Design mem_stage, sky130hd; sources not shown.
==> run_1/sizes.png <==
Drawn at 3 px/um.
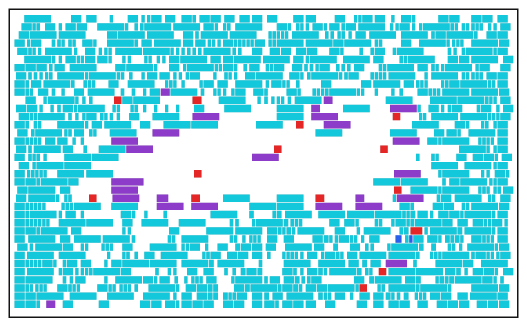
Key: _6 and larger = purple [cells 25, most used clkbuf_16]; _0 and _1 cells = cyan [cells 1043, most used nand2_1]; _2 cells = blue [cells 2]; _3 and _4 cells = red [cells 14, most used buf_4]
number of non-clock buffers in the layout: 322
final worst slack: 2.93 ns

==> run_1/io_fan.png <==
Drawn at 3 px/um.
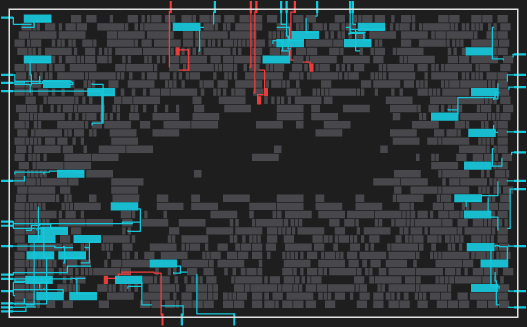
Key: dm_wdata = cyan [bits 32, direction output, edge 14 left, 10 right, 6 top, 2 bottom, end cells 32, buffers 32, wire 885 um]; ex_write_reg = red [bits 5, direction input, edge 4 top, 1 bottom, end cells 5, buffers 5, wire 156 um]
Ports: 316
number of port buffers: 315

==> run_1/layer_met1.png <==
Drawn at 4 px/um. Supply wires on this layer in gray. Cells faint in the background.
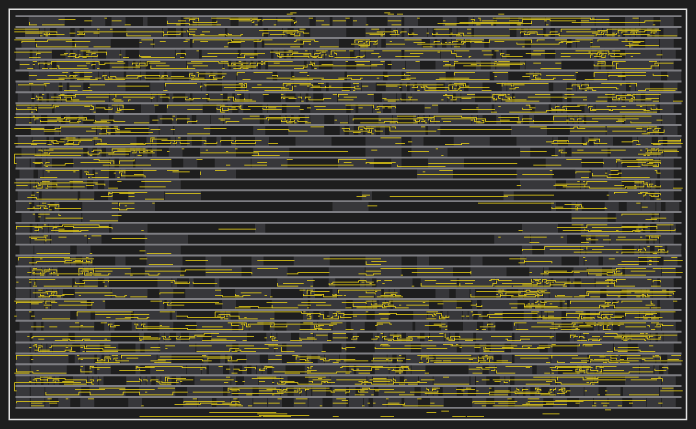
The layer holds 42% of the routed length. The longest straight run is 30.4 um. The wires run mostly horizontal. 1052 nets have wire on it. The layer carries 7890 um of wire.
global-route track usage on met1: 0.261
Vias: 5970

==> results_slide.txt, run 1 <==
Implementation Results

Setup path
  • Worst EP arrival: roughly 2.5 ns
  • Crit-path leading delay family: buffers and inverters
  • CP Data Required Time: ~5.5 ns
  • Kind of critical path: flop to output port
  • CP max stage delay: 0.85 ns
  • CP Launch Type: flop
  • FF-to-FF setup slack: 3.16 ns
  • Buf/Inv on CP: 3
  • Crit Path Max Fanout: 25
  • Setup crit end kind: output port
  • Reg2Reg Depth: 7
  • Crit. path cell count: 4
  • Crit path max-delay cell type: clkdlybuf4s50_1
  • Worst path cell trace: buf_4 > inv_2 > nor2_4 > clkdlybuf4s50_1

Clock network
  • Post-CTS setup buffers: 0
  • Clk ins delay skew pair: slightly above 0.4 ns
  • CTS Buf Count: 17
  • Clock transition at path regs: 0.06 ns
  • TritonCTS Sinks: roughly 180
  • CTS tree: done
  • CTS root buf: clkbuf_16
  • H-tree Lvls: 4
  • CTS Hold Buffers Added: 0
  • Post-CTS resize count: 0
  • Max Root-Sink Buffers: 2

Pwr
  • Pwr Density: 324 nW/um^2
  • Power share of the clock group: 0.291
  • Cell-internal power: 2210 uW
  • Design Power: roughly 3500 uW
  • Seq pwr share: 0.399
  • P_comb: approximately 1100 uW
  • Top Consumer: sequential cells
  • Switch Pwr: about 1300 uW
  • Maximum vdd drop: between 0.15 and 0.2 mV
  • Pleak: 0.00525 uW
  • Clk. pwr: around 1000 uW
  • Switching fraction of total power: 0.362
  • Comb pwr share: 0.310
  • Seq power: between 1000 and 1500 uW

Logic synthesis
  • Synth area leader: dfrtp_1
  • Synthesized area per cell: 8.86 um^2
  • Ys cells: roughly 770
  • Simple share: 0.303
  • Cell Type Count: 14
  • Commonest cells in the netlist: nand2_1, dfrtp_1, nand3_1
  • Dominant register cell in the synthesized netlist: dfrtp_1
  • Top cells by area, synth: dfrtp_1, nand2_1, nand3_1
  • Share of the synthesized area in the top cell type: 0.657
  • Mux area share: 0
  • Adder-cell share of the synthesized area: 0
  • Number of enable flip-flop cells: 0
  • XOR-XNOR Cells, Area Fraction: 0
  • Sequential share of the synthesized area: 0.657
  • Yosys warns: 0
  • Ao+oa area frac: 0.00219
  • Async SR Flop Fraction: 1.00
  • Yosys Chip Area: 6860 um^2
  • Main logic family: simple AND/OR/NAND/NOR gates
  • Synth top cell by count: nand2_1
  • Mapped Cells: 774
  • Synthesized area: 6860 um^2
  • Seq cells post-synth: 180

STA
  • FMAX: 297 MHz
  • Hold Worst Slack: between 0.2 and 0.3 ns
  • Unrepaired setup endpoints after global routing: no
  • Fin. max-slew vios: 0
  • Max_slew headroom: 0.449
  • Fin crit share: 0.535
  • Final setup viols: 0
  • Final Hold Vio Count: 0
  • Setup TNS: 0 ns
  • Min Tclk post-route: 3.37 ns
  • Slew @ Worst Pin: approximately 0.83 ns

Finish
  • Most frequent cells in the layout: nand2_1, clkdlybuf4s50_1, dfrtp_1, nand3_1, clkbuf_16
  • Fin cells: between 1000 and 1500
  • Max-area cell class: flip-flops and latches
  • Antenna cells: 0
  • Flop share of the area: 0.421
  • Clk cell area share: 0.0518
  • Multi-input gate share of total cell area: 0.197
  • Most used logic cell in the final layout: nand2_1
  • Invs w/o clock: 10
  • Logic area: between 2000 and 2500 um^2
  • Fin nets: between 1000 and 1500
  • Final instance area: between 10000 and 15000 um^2
  • Logic Gate Count: 542
  • Flop count: between 150 and 200
  • Area growth syn-to-layout: 56.0%
  • Final Core Density: 0.656
  • Filler instances: about 1300
  • Share of cells above drive strength 1: 0.0378
  • Total of clock buffers placed in the layout: 18
  • Signal buffers share of area: 0.300
  • Reg area: 4500 um^2

Route
  • Initial DRC count: approximately 390
  • Via-to-Cell Ratio: 4.55
  • Top Layer Used: met4
  • Initial DRT Pass Iterations: 5
  • DRC viols: 0
  • Avg WL per Cell: ~14 um
  • Final ANT Viol Nets: 0
  • Wl on met1: ~8000 um
  • Met3 wire length: between 1500 and 2000 um
  • Drt total wl: 18700 um
  • Met2 wire length: 9030 um

Floorplanning
  • Die height: just over 100 um
  • Chip area: around 17000 um^2
  • Row count: 36
  • Die X: around 170 um
  • Tap cells: ~230
  • Pre-placement core utilization: 0.421
  • Core ar.: 16300 um^2

Global route
  • Initial antenna violation count: 0
  • Number of global-route vias before repair: ~5700
  • Total track usage: 0.212
  • First-pass GRT wire length: between 20000 and 30000 um
  • Largest net degree at the start of global routing: between 100 and 150
  • M2 GR Usage: 0.361
  • Gr ovfl total: 0
  • Most Used Layer, Global Route: met2
  • Met3 Track Usage GR: 0.0759

Outcome
  • Outcome: completed

Job
  • Tool warning count: 27
  • Max cap viols: 0

Placement
  • Detailed placer's ending HPWL: between 10000 and 15000 um
  • Setup WS pre-CTS: ~2.8 ns
  • Placed Instances: 1282
  • DP Area: just over 10000 um^2

Hold path
  • Hold Crit Class: flop to flop
  • Worst Hold Path Cells: 2
==> run 1 -> run 2 <==
Clock period 6.3 ns to 3.2 ns, I/O delays scaled along.
==> run_2/cell_density.png <==
Drawn at 3 px/um. 17 x 10 tiles, from dark blue (low) to red (high), 0 to 100% covered.
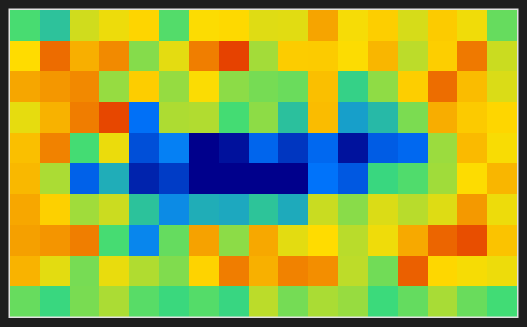
The mean over all tiles is 61%. The emptiest ninth of the die: middle. The fullest tile reaches 93%. 2.9% of the tiles are nearly empty.
pre-placement core utilization: 0.421
Core ar.: 16300 um^2
Final Core Density: 0.667

==> run 2 against run 1 <==
- area after synthesis did not move
- design area grew 1.6%
- register-to-register slack got worse by 2.1 ns
- clock-buffer cell count unchanged
- power up 100%
- sequential share of layout area down 0.66 points
- sequential power is 97% higher
- core utilization increased by 1.0 points
- global-route usage grew 0.77 points
- hold slack worse by 0.16 ns
- sequential cell count unchanged
- first-iteration DRC count is 12% lower
- critical path type unchanged
- critical endpoint is now dm_we
- largest cell class unchanged
==> results_slide.txt, run 2 <==
Implementation Results

Finish
  • Max-area cell class: flip-flops and latches
  • Invs w/o clock: 10 (unchanged)
  • Final instance area: 10900 um^2 (+1.6%)
  • Clk cell area share: 0.0557 (+0.00391)
  • Multi-input gate share of total cell area: 0.193 (-0.00412)
  • Flop share of the area: 0.414 (-0.00659)
  • Share of cells above drive strength 1: 0.0458 (+0.00796)
  • Number of non-clock buffers in the layout: 328 (+1.9%)
  • Reg area: 4500 um^2 (unchanged)
  • Flop count: 180 (unchanged)

Floorplanning
  • Die X: 169 um (unchanged)
  • Die height: 102 um (unchanged)
  • Ports: 316 (unchanged)
  • Tap cells: 228 (unchanged)

Logic synthesis
  • Sequential share of the synthesized area: 0.657 (unchanged)
  • Synth top cell by count: nand2_1
  • Mapped Cells: 774 (unchanged)
  • Main logic family: simple AND/OR/NAND/NOR gates
  • Yosys warns: 0 (unchanged)
  • Synthesized area per cell: 8.86 um^2 (unchanged)
  • Top cells by area, synth: dfrtp_1, nand2_1, nand3_1
  • Synthesized area: 6860 um^2 (unchanged)
  • Ao+oa area frac: 0.00219 (unchanged)
  • Dominant register cell in the synthesized netlist: dfrtp_1
  • Mux area share: 0 (unchanged)
  • Simple share: 0.303 (unchanged)
  • Async SR Flop Fraction: 1.00 (unchanged)
  • Adder-cell share of the synthesized area: 0 (unchanged)
  • Synth area leader: dfrtp_1
  • Seq cells post-synth: 180 (unchanged)

Global route
  • M2 GR Usage: 0.385 (+0.0245)
  • Initial antenna violation count: 0 (unchanged)
  • Largest net degree at the start of global routing: 69 (-35%)
  • Global-route track usage on met1: 0.263 (+0.00225)
  • Most Used Layer, Global Route: met2
  • Number of global-route vias before repair: 5879 (+2.9%)
  • Met3 Track Usage GR: 0.0720 (-0.00387)

Hold path
  • Hold Crit Class: input pin to async pin

Setup path
  • Setup crit end kind: output port
  • Kind of critical path: flop to output port
  • Buf/Inv on CP: 2 (-1)
  • Worst EP arrival: 2.05 ns (-0.49 ns)
  • FF-to-FF setup slack: 1.10 ns (-2.06 ns)
  • CP Launch Type: flop
  • Crit path max-delay cell type: clkdlybuf4s50_1
  • Crit-path leading delay family: buffers and inverters

Outcome
  • Outcome: completed

STA
  • Hold Worst Slack: 0.109 ns (-0.163 ns)
  • Final worst slack: 0.631 ns (-2.30 ns)
  • Final Hold Vio Count: 0 (unchanged)
  • Min Tclk post-route: roughly 2.6 ns

Clock network
  • TritonCTS Sinks: 180 (unchanged)
  • Clock transition at path regs: 0.07 ns (about the same)
  • H-tree Lvls: 4 (unchanged)
  • CTS tree: done
  • Max Root-Sink Buffers: 2 (unchanged)

Route
  • Initial DRT Pass Iterations: 5 (unchanged)
  • Avg WL per Cell: 14.5 um (+1.6%)
  • DRC viols: 0 (unchanged)
  • Top Layer Used: met4
  • Met2 wire length: 9700 um (+7.4%)
  • Final ANT Viol Nets: 0 (unchanged)

Pwr
  • Cell-internal power: 4420 uW (+100%)
  • Design Power: 6970 uW (+100%)
  • P_comb: 2140 uW (+98%)

Job
  • Tool warning count: 25 (-7.4%)

Placement
  • DP Area: 10300 um^2 (+1.3%)
Power and IR drop assume default switching activity.
